==> src/rtl/rv_multicycle_ctrl.sv <==
// Multi-cycle RV32I control unit: FETCH/DECODE/EXEC/MEM/WB/TRAP sequencer with memory-stall timeout.
// Optional `CTRL_PERF_CNT_EN adds cycle_cnt / instret_cnt performance counters.
module rv_multicycle_ctrl #(
    parameter int MEM_TIMEOUT = 16,
    parameter int CNT_W       = 32
) (
    input  logic             clk,
    input  logic             rst_n,
    input  logic [31:0]      instr,
    input  logic             imem_ready,
    input  logic             dmem_ready,
    input  logic             br_eq,
    input  logic             br_lt,
    output logic             imem_req,
    output logic             dmem_req,
    output logic             MemRW,
    output logic             IRWEn,
    output logic             PCWEn,
    output logic             PCSel,
    output logic             RegWEn,
    output logic             ASel,
    output logic             BSel,
    output logic             BrUn,
    output logic [2:0]       ImmSel,
    output logic [3:0]       ALUSel,
    output logic [1:0]       WBSel,
    output logic             trap,
`ifdef CTRL_PERF_CNT_EN
    output logic [1:0]       trap_cause,
    output logic [CNT_W-1:0] cycle_cnt,
    output logic [CNT_W-1:0] instret_cnt
`else
    output logic [1:0]       trap_cause
`endif
);

    typedef enum logic [2:0] {
        S_FETCH, S_DECODE, S_EXEC, S_MEM, S_WB, S_TRAP
    } state_e;

    localparam logic [6:0] OP_IMM    = 7'h13;
    localparam logic [6:0] OP_REG    = 7'h33;
    localparam logic [6:0] OP_LOAD   = 7'h03;
    localparam logic [6:0] OP_STORE  = 7'h23;
    localparam logic [6:0] OP_BRANCH = 7'h63;
    localparam logic [6:0] OP_JAL    = 7'h6F;
    localparam logic [6:0] OP_JALR   = 7'h67;
    localparam logic [6:0] OP_LUI    = 7'h37;
    localparam logic [6:0] OP_AUIPC  = 7'h17;

    localparam logic [3:0] ALU_ADD   = 4'd0;
    localparam logic [3:0] ALU_SUB   = 4'd1;
    localparam logic [3:0] ALU_SLL   = 4'd2;
    localparam logic [3:0] ALU_SLT   = 4'd3;
    localparam logic [3:0] ALU_SLTU  = 4'd4;
    localparam logic [3:0] ALU_XOR   = 4'd5;
    localparam logic [3:0] ALU_SRL   = 4'd6;
    localparam logic [3:0] ALU_SRA   = 4'd7;
    localparam logic [3:0] ALU_OR    = 4'd8;
    localparam logic [3:0] ALU_AND   = 4'd9;
    localparam logic [3:0] ALU_PASSB = 4'd10;

    localparam logic [2:0] IMM_I = 3'd0;
    localparam logic [2:0] IMM_S = 3'd1;
    localparam logic [2:0] IMM_B = 3'd2;
    localparam logic [2:0] IMM_U = 3'd3;
    localparam logic [2:0] IMM_J = 3'd4;

    localparam logic [1:0] WB_MEM = 2'd0;
    localparam logic [1:0] WB_ALU = 2'd1;
    localparam logic [1:0] WB_PC4 = 2'd2;

    localparam logic [1:0] CAUSE_ILLEGAL = 2'd1;
    localparam logic [1:0] CAUSE_IMEM    = 2'd2;
    localparam logic [1:0] CAUSE_DMEM    = 2'd3;

    localparam logic [31:0] IR_NOP = 32'h0000_0013;

    // Stall counter is wide enough to hold MEM_TIMEOUT-1 without wrapping.
    localparam int SW = $clog2(MEM_TIMEOUT + 2);
    localparam logic [SW-1:0] TMO_LAST = (MEM_TIMEOUT > 0) ? SW'(MEM_TIMEOUT - 1) : '0;

    state_e          state_q;
    logic [SW-1:0]   stall_q;
    logic [6:0]      opc_q;
    logic [2:0]      f3_q;
    logic [6:0]      f7_q;
    logic            trap_q;
    logic [1:0]      cause_q;

    logic            is_load, is_store, is_branch, is_jump, legal, taken, tmo_hit;
    logic [3:0]      alu_f3;
    logic            unused_instr;

    // Only opcode/funct3/funct7 steer control; register and immediate fields go straight to the datapath.
    assign unused_instr = ^{instr[24:15], instr[11:7]};

    assign is_load   = (opc_q == OP_LOAD);
    assign is_store  = (opc_q == OP_STORE);
    assign is_branch = (opc_q == OP_BRANCH);
    assign is_jump   = (opc_q == OP_JAL) || (opc_q == OP_JALR);
    assign taken     = f3_q[2] ? (br_lt ^ f3_q[0]) : (br_eq ^ f3_q[0]);
    assign tmo_hit   = (MEM_TIMEOUT != 0) && (stall_q == TMO_LAST);

    always_comb begin
        unique case (f3_q)
            3'd0: alu_f3 = (opc_q == OP_REG && f7_q[5]) ? ALU_SUB : ALU_ADD;
            3'd1: alu_f3 = ALU_SLL;
            3'd2: alu_f3 = ALU_SLT;
            3'd3: alu_f3 = ALU_SLTU;
            3'd4: alu_f3 = ALU_XOR;
            3'd5: alu_f3 = f7_q[5] ? ALU_SRA : ALU_SRL;
            3'd6: alu_f3 = ALU_OR;
            default: alu_f3 = ALU_AND;
        endcase
    end

    always_comb begin
        legal = 1'b0;
        case (opc_q)
            OP_IMM:    legal = (f3_q == 3'd1) ? (f7_q == 7'h00) :
                               (f3_q == 3'd5) ? (f7_q == 7'h00 || f7_q == 7'h20) : 1'b1;
            OP_REG:    legal = (f7_q == 7'h00) ||
                               (f7_q == 7'h20 && (f3_q == 3'd0 || f3_q == 3'd5));
            OP_LOAD,
            OP_STORE:  legal = (f3_q == 3'd2);
            OP_BRANCH: legal = (f3_q[2:1] != 2'b01);
            OP_JALR:   legal = (f3_q == 3'd0);
            OP_JAL,
            OP_LUI,
            OP_AUIPC:  legal = 1'b1;
            default:   legal = 1'b0;
        endcase
    end

    // Datapath selects follow the IR so they are stable from DECODE through WB.
    always_comb begin
        ASel   = 1'b0;
        BSel   = 1'b1;
        ImmSel = IMM_I;
        ALUSel = ALU_ADD;
        WBSel  = WB_ALU;
        BrUn   = 1'b0;
        MemRW  = 1'b0;
        case (opc_q)
            OP_IMM:    ALUSel = alu_f3;
            OP_REG: begin
                BSel   = 1'b0;
                ALUSel = alu_f3;
            end
            OP_LOAD:   WBSel = WB_MEM;
            OP_STORE: begin
                ImmSel = IMM_S;
                MemRW  = 1'b1;
            end
            OP_BRANCH: begin
                ASel   = 1'b1;
                ImmSel = IMM_B;
                BrUn   = f3_q[1];
            end
            OP_JAL: begin
                ASel   = 1'b1;
                ImmSel = IMM_J;
                WBSel  = WB_PC4;
            end
            OP_JALR:   WBSel = WB_PC4;
            OP_LUI: begin
                ImmSel = IMM_U;
                ALUSel = ALU_PASSB;
            end
            OP_AUIPC: begin
                ASel   = 1'b1;
                ImmSel = IMM_U;
            end
            default: ;
        endcase
    end

    assign imem_req   = (state_q == S_FETCH);
    assign dmem_req   = (state_q == S_MEM);
    assign IRWEn      = imem_req & imem_ready;
    assign RegWEn     = (state_q == S_WB);
    assign trap       = trap_q;
    assign trap_cause = cause_q;

    always_comb begin
        PCWEn = 1'b0;
        PCSel = 1'b0;
        case (state_q)
            S_EXEC: begin
                PCWEn = is_branch;
                PCSel = is_branch & taken;
            end
            S_MEM:  PCWEn = is_store & dmem_ready;
            S_WB: begin
                PCWEn = 1'b1;
                PCSel = is_jump;
            end
            default: ;
        endcase
    end

    always_ff @(posedge clk or negedge rst_n) begin
        if (!rst_n) begin
            state_q <= S_FETCH;
            stall_q <= '0;
            opc_q   <= IR_NOP[6:0];
            f3_q    <= IR_NOP[14:12];
            f7_q    <= IR_NOP[31:25];
            trap_q  <= 1'b0;
            cause_q <= 2'd0;
        end else begin
            // Any state entry clears the stall count; only an unanswered request keeps counting.
            stall_q <= '0;
            case (state_q)
                S_FETCH: begin
                    if (imem_ready) begin
                        opc_q   <= instr[6:0];
                        f3_q    <= instr[14:12];
                        f7_q    <= instr[31:25];
                        state_q <= S_DECODE;
                    end else if (tmo_hit) begin
                        state_q <= S_TRAP;
                        trap_q  <= 1'b1;
                        cause_q <= CAUSE_IMEM;
                    end else begin
                        stall_q <= stall_q + 1'b1;
                    end
                end
                S_DECODE: begin
                    if (legal) begin
                        state_q <= S_EXEC;
                    end else begin
                        state_q <= S_TRAP;
                        trap_q  <= 1'b1;
                        cause_q <= CAUSE_ILLEGAL;
                    end
                end
                S_EXEC: begin
                    if (is_branch)                 state_q <= S_FETCH;
                    else if (is_load || is_store)  state_q <= S_MEM;
                    else                           state_q <= S_WB;
                end
                S_MEM: begin
                    if (dmem_ready) begin
                        state_q <= is_store ? S_FETCH : S_WB;
                    end else if (tmo_hit) begin
                        state_q <= S_TRAP;
                        trap_q  <= 1'b1;
                        cause_q <= CAUSE_DMEM;
                    end else begin
                        stall_q <= stall_q + 1'b1;
                    end
                end
                S_WB:    state_q <= S_FETCH;
                S_TRAP:  state_q <= S_TRAP;
                default: state_q <= S_FETCH;
            endcase
        end
    end

`ifdef CTRL_PERF_CNT_EN
    logic [CNT_W-1:0] cycle_q, cycle_d, instret_q, instret_d;

    assign cycle_d   = (state_q != S_TRAP) ? cycle_q + 1'b1 : cycle_q;
    assign instret_d = PCWEn ? instret_q + 1'b1 : instret_q;

    always_ff @(posedge clk or negedge rst_n) begin
        if (!rst_n) begin
            cycle_q   <= '0;
            instret_q <= '0;
        end else begin
            cycle_q   <= cycle_d;
            instret_q <= instret_d;
        end
    end

    assign cycle_cnt   = cycle_q;
    assign instret_cnt = instret_q;
`else
    localparam int unused_cnt_w = CNT_W;
`endif

endmodule

==> config.mk <==
export PLATFORM = sky130hd
export DESIGN_NAME = rv_multicycle_ctrl
export DESIGN_NICKNAME = d
export VERILOG_FILES = /design/src/rtl/rv_multicycle_ctrl.sv
export SDC_FILE = /design/constraint.sdc
export NUM_CORES = 1
export LEC_CHECK = 0
export ABC_CLOCK_PERIOD_IN_PS = 4150
export CORE_UTILIZATION = 45
export CTS_CLUSTER_DIAMETER = 60
export CTS_CLUSTER_SIZE = 16
export DETAILED_ROUTE_END_ITERATION = 12
export HOLD_SLACK_MARGIN = 0.02
export PLACE_DENSITY = 0.9
export SYNTH_ARGS = -nofsm -noshare
export SYNTH_HDL_FRONTEND = slang
export SYNTH_SLANG_ARGS = --single-unit
==> constraint.sdc <==
create_clock -name clk -period 4.15 [get_ports clk]
set_input_delay 0.415 -clock clk [delete_from_list [all_inputs] [get_ports clk]]
set_output_delay 0.415 -clock clk [all_outputs]
set_load 0.005 [all_outputs]
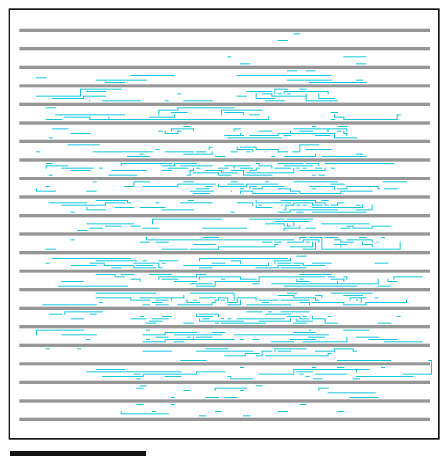
met1.png
Bar = 20 µm. Supply wires on this layer in gray.
- main direction: horizontal
- longest straight run: 26.2 µm
- share of all routed wire: 45%
wire length after detailed routing: 3384 µm
total number of vias: 1388
met1 layer usage reported by global route: 25.37%

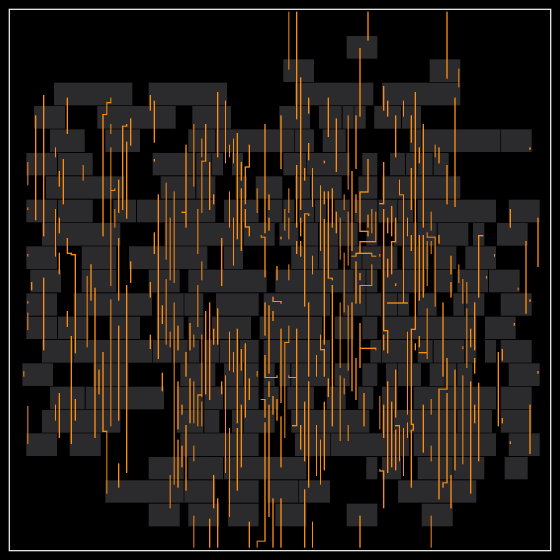
met2.png
Cells faint in the background.
- main direction: vertical
- share of all routed wire: 47%
- longest straight run: 27.5 µm
- wire length on this layer: 1600 µm
GR Layer Usage met2: 29.76%

==> results.txt <==
impl run done, here's what came out: iteration tally of the first detailed-router pass=4, remaining antenna violation count=0, largest buffer count on any clock path=2, chip area=0.003945 mm², final hold slack=0.4648 ns, Design Area, Final=between 0.002 and 0.0025 mm², CP Buf/Inv Count=1, fraction of area in multi-input gates=about 40%, Post-Place Cells=249, OpenROAD warning count=about 41, Synth logic family=simple AND/OR/NAND/NOR gates, AND-OR/OR-AND share of the synthesized area=between 10 and 15%, share of layout cells above drive strength 1=about 17%, horizontal extent of the die=62.81 µm, Max IR drop VDD=196.1 µV, Insertion Delay late pin=0.28 ns, Flops=28, hold path endpoint=stall_q[0], clock tree root driver cell=clkbuf_8, worst-case setup slack after placement=roughly 1.7 ns, Top delay family on crit path=flip-flops, Final HPWL DP=between 2000 and 3000 µm, result of the run=finished, final reports clean, count of pins over their slew limit=0, total of endpoints with negative setup slack in the final report=0, Sinks on Clock Net=28, clock network share of area=about 3.3%, most instantiated logic cells after routing=44 x clkdlybuf4s50_1, 25 x dfrtp_1, 16 x nor2_1, cell area after placement=approximately 0.0021 mm², basic-gate share of the synthesized area counting and, or, nand and nor cells=around 28%, highest-count logic cell in the final layout=clkdlybuf4s50_1, number of warnings reported in the yosys synthesis log=0, CTS H-tree lvls=1, Post-CTS Repair Setup Buffers=0, crit-path max cell delay=between 0.5 and 0.6 ns, number of remaining DRC errors=0, final setup slack of the worst path=1.422 ns, flip-flops with a built-in enable=0, count of buffers not belonging to the clock network in the layout=46, power dissipated in the clock network=between 200 and 250 µW, count of routing violations after the opening detailed-route iteration=slightly below 70, worst reg2reg startpoint=stall_q[0], highest clock rate=between 300 and 400 MHz, clock slew at the register clock pins of the worst setup and hold paths=0.10 ns, maximum fanout along the worst path=6, Yosys Instances=between 150 and 200, register area=between 700 and 800 µm², initial core utilization=48.35%, clkbuf count=3, pin slew with the least headroom to its limit=roughly 0.51 ns, CP Launch Type=register, per-cell routed wire length=13.38 µm, capturing element type of the critical path=output pin, Register-to-Register Setup Slack=around 2.4 ns, detailed-route wire length on metal 1=roughly 1500 µm, Tcrit/Tclk final=between 60% and 70%, Detail Route met3 WL=about 240 µm, ports placed on the boundary=around 60, sw frac=a little under a fifth, instance tally after logic synthesis=between 150 and 200, post-synthesis chip area from yosys=between 0.0015 and 0.002 mm², overall power of the completed layout=about 520 µW, area fraction in full adders, half adders and majority gates=less than 1%
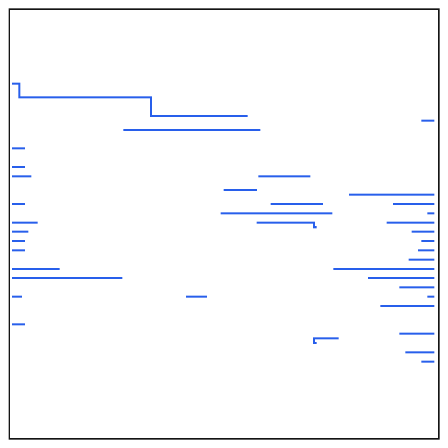
met3.png
- wire length on this layer: 236 µm
- main direction: horizontal
- nets with wire on the layer: 37
GR met3 Demand/Resource: 6.022%

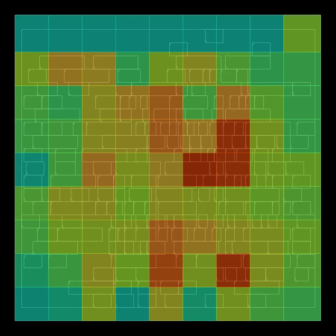
final_congestion.png
global router's overall resource usage: 18.74%
Util after Layout: 63.72%
busiest layer in global routing: met2

Power is estimated from default activity; no workload was simulated.
